==> config.mk <==
export PLATFORM = sky130hd
export DESIGN_NAME = adder_acc_flat
export DESIGN_NICKNAME = d
export VERILOG_FILES = /design/src/rtl/adder_acc_if.sv /design/src/rtl/adder_acc.sv /design/src/flat_wrapper.sv
export SDC_FILE = /design/constraint.sdc
export NUM_CORES = 1
export LEC_CHECK = 0
export ABC_AREA = 1
export CORE_MARGIN = 1.5
export CORE_UTILIZATION = 45
export CTS_CLUSTER_DIAMETER = 30
export DETAILED_ROUTE_END_ITERATION = 6
export PLACE_DENSITY = 0.82
export SLEW_MARGIN = 5
export SYNTH_ARGS = -nofsm -noshare
export SYNTH_HDL_FRONTEND = slang
export SYNTH_SLANG_ARGS = --single-unit
==> constraint.sdc <==
create_clock -name clk -period 2.7 [get_ports clk]
set_input_delay 0.81 -clock clk [delete_from_list [all_inputs] [get_ports clk]]
set_output_delay 0.81 -clock clk [all_outputs]
set_load 0.01 [all_outputs]
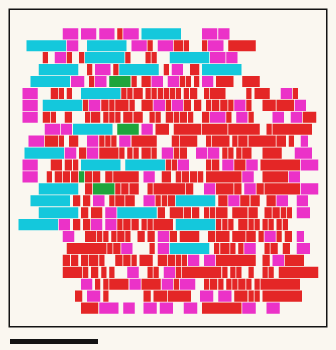
(cell classes on the final placement)
The bar under the picture is 20 um long.
legend:
  remaining buffers and delay cells:
    colour: magenta
    cells: 95
    share_of_their_area: 25%
  registers:
    colour: cyan
    cells: 23
    share_of_their_area: 18%
  remaining logic cells:
    colour: red
    cells: 280
    share_of_their_area: 56%
  clock drivers and dummy loads:
    colour: green
    cells: 4
    share_of_their_area: 1.4%
fin area: 3250 um2
post-layout util: 72.7%
Core ar.: 4470 um2

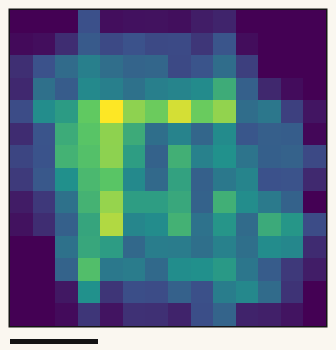
(wire density map)
The bar under the picture is 20 um long. 14 x 14 tiles, from dark purple (low) to yellow (high), scaled to the fullest tile. Values are wire area over tile area, all layers added.
tiles over half the peak: 19%
mean over tiles: 0.19
nearly empty tiles: 13%
densest ninth of the die: centre
emptiest ninth of the die: north-east
fullest tile: 0.60
Tot GR Track Use: 24.8%
drt total wl: 6.31 mm
WL per Instance: 13.9 um
Vias: 2429

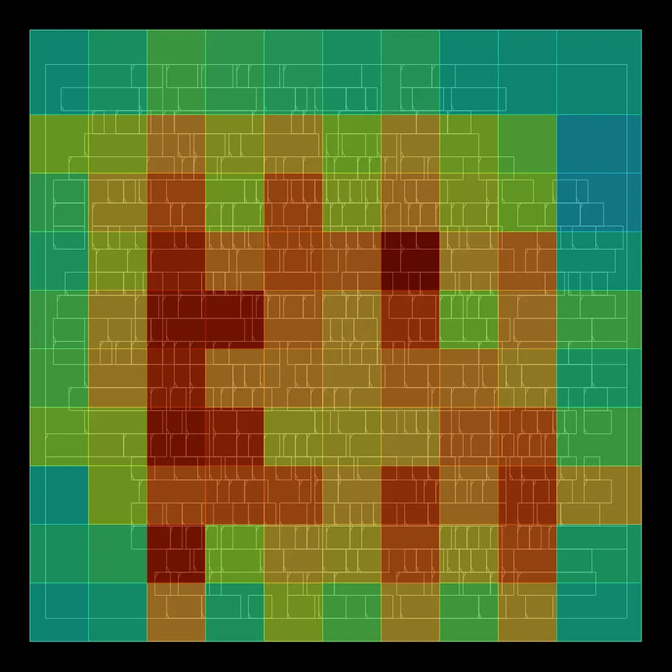
(track usage over the die)
M2 GR Usage: 43.4%
Top Usage Layer GRT: met2

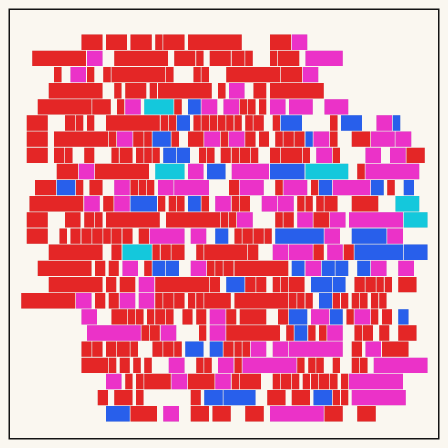
(cells by drive strength)
legend:
  x6 and larger:
    colour: cyan
    cells: 6
  x2:
    colour: blue
    cells: 42
  x1 and smaller:
    colour: red
    cells: 274
  x3 and x4:
    colour: magenta
    cells: 80
P&R area growth vs syn: 51.4%
Final WS setup: -66.1 ps

==> reports/qor.csv <==
stage,metric,value,unit
final_timing,fmax,362,MHz
pwr,pg_clk,221,uW
yosys,top_cell,nand2_1,
grt,grt_pass1_wl,10.3,mm
setup_path,r2r_slack,460,ps
floorplanning,die_y,72.1,um
clock_tree,cts-root-buf,clkbuf_8,
setup_path,crit_fanout,4,
setup_path,crit_cells,18,
route,drc,0,
final_timing,tns,-170,ps
yosys,postSynthSeqShare,26.8,%
grt,use_met3,2.50,%
yosys,ys_sh_aoi,15.9,%
yosys,synth-edff-count,0,
clock_tree,postCtsSetupRepairBufs,2,
pwr,pwr-share-comb,57.8,%
yosys,ys_types,32,
pwr,p_total,1650,uW
setup_path,start_kind,input port,
flow_run,drv_cap,0,
cells_and_area,seq_area_share,17.7,%
final_timing,maxSlewHeadroom,70.9,%
pwr,clkPwrFrac,13.4,%
cells_and_area,n_all_buffers,95,
route,viasPerCell,5.35,
grt,grtUsageMet1,31.9,%
clock_tree,cts_resized,41,
setup_path,critPathKind,input port to flop,
yosys,fp_nets,350,
yosys,ys.flop_type,dfrtp_1,
cells_and_area,layout_top_cell,nand2_1,
setup_path,crit_chain,buf_6 -> ha_4 -> fa_2 -> ha_4 -> inv_2 -> nor2_4 -> nand3_4 -> nor2_8 -> nand2_4 -> nand2_4 -> nand3_4 -> nand2_4 -> nand2_2 -> a21oi_4 -> nand2_2 -> nor2_2 -> nand2_1 -> nand2_1,
yosys,ys_sh_mux,0,%
floorplanning,ioPinCount,37,
clock_tree,cts_max_level,1,
pwr,p_sw,665,uW
cells_and_area,clk_share,1.39,%
status,outcome,"complete, but fails checks",
route,first_pass_iters,5,
cells_and_area,nFillCells,341,
cells_and_area,num_antenna_cells,0,
place,pre_cts_slack,-809,ps
grt,grt_overflow_total,0,
flow_run,warning_count,29,
cells_and_area,drive_gt1_share,31.8,%
grt,grt_pass1_vias,2434,
floorplanning,dieWidth,72.1,um
status,violations,negative setup slack,
clock_tree,tritoncts.num_buffers,3,
final_timing,fin_ws,-66.1,ps
cells_and_area,seq_area,576,um2
clock_tree,clock_latency,270,ps
floorplanning,taps,52,
cells_and_area,inverters,40,
pwr,power.leakage,0.00164,uW
pwr,internal_power,984,uW
cells_and_area,largest_class,multi-input combinational cells,
setup_path,reg2reg_depth,16,
setup_path,endpoint_kind,flop,
cells_and_area,nClkBuffers,4,
yosys,syn_avg_cell_area,6.99,um2
yosys,largest_area_cell,dfrtp_1,
floorplanning,rows,24,
clock_tree,cts.clk_slew.worst_paths,80,ps
place,dpl.hpwl,4.67,mm
cells_and_area,nets,446,
final_timing,whs,489,ps
clock_tree,ctsHoldBuffers,0,
setup_path,cp_num_buf_inv,2,
yosys,ys_sh_xor,1.63,%
route,wl_met2,3.24,mm
pwr,seq_power,475,uW
yosys,postSynth.asyncResetShare,100,%
yosys,synth_area,2150,um2
min_path,hold_path_class,flop to flop,
place,gp_congestion,0.820,
final_timing,setup_viol,4,
place,placed_cell_area,3000,um2
cells_and_area,comb_cells,240,
yosys,yosysWarnings,0,
final_timing,hold_viol_final,0,
final_timing,report.final.slew_viol_count,0,
yosys,top_logic_kind,simple AND/OR/NAND/NOR gates,
pwr,sequentialPowerShare,28.8,%
yosys,yosysTopAreaCellShare,26.8,%
yosys,yosysChipArea,2150,um2
final_timing,clock_skew,0.904,ps
yosys,yosys_cells,307,
route,ant_nets,0,
place,dp.cells,444,
route,dr_wl_met3,252,um
cells_and_area,area_share_nonclk_buffers,24.2,%
grt,grt_max_degree,24,
place,io_buffer_count,36,
pwr,swShare,40.3,%
yosys,ys_top_cells_by_area,"dfrtp_1 (27%), nand2_1 (14%), ha_1 (9.9%)",
cells_and_area,fin_cells,454,
pwr,power-top-group,combinational logic,
cells_and_area,combGateArea,1630,um2
clock_tree,cts_tree,yes,
yosys,ys_ff,23,
route,dr.max_layer_used,met4,
cells_and_area,seq_cell_count,23,
pwr,peakVddDrop,381,uV
final_timing,tightest_slew,434,ps
setup_path,path_delay_family,simple AND/OR/NAND/NOR gates,
setup_path,cpMostUsedCell,nand2_4,
yosys,ys_sh_adder,12.7,%
pwr,powerComb,953,uW
floorplanning,initCoreUtil,48.0,%
yosys,simple_gate_area_share,35.3,%
final_timing,fin_crit,2770,ps
setup_path,critical_path_arrival,2980,ps
clock_tree,clk_path_buf_depth,2,
cells_and_area,final_cell_mix,"nand2_1 (71), buf_4 (59), inv_1 (36)",
route,wl_met1,2.71,mm
pwr,powerDensity,507,nW/um2
setup_path,slowest_delay,560,ps
min_path,holdPathStages,2,
yosys,synthTopCellsByCount,"nand2_1 (78), inv_1 (37), o21ai_0 (31)",
floorplanning,die_area,5190,um2
grt,antenna_found_initial,0,
setup_path,crit_slowest_cell,fa_2,
No activity file was given, so power comes from the tool's default toggle rates.
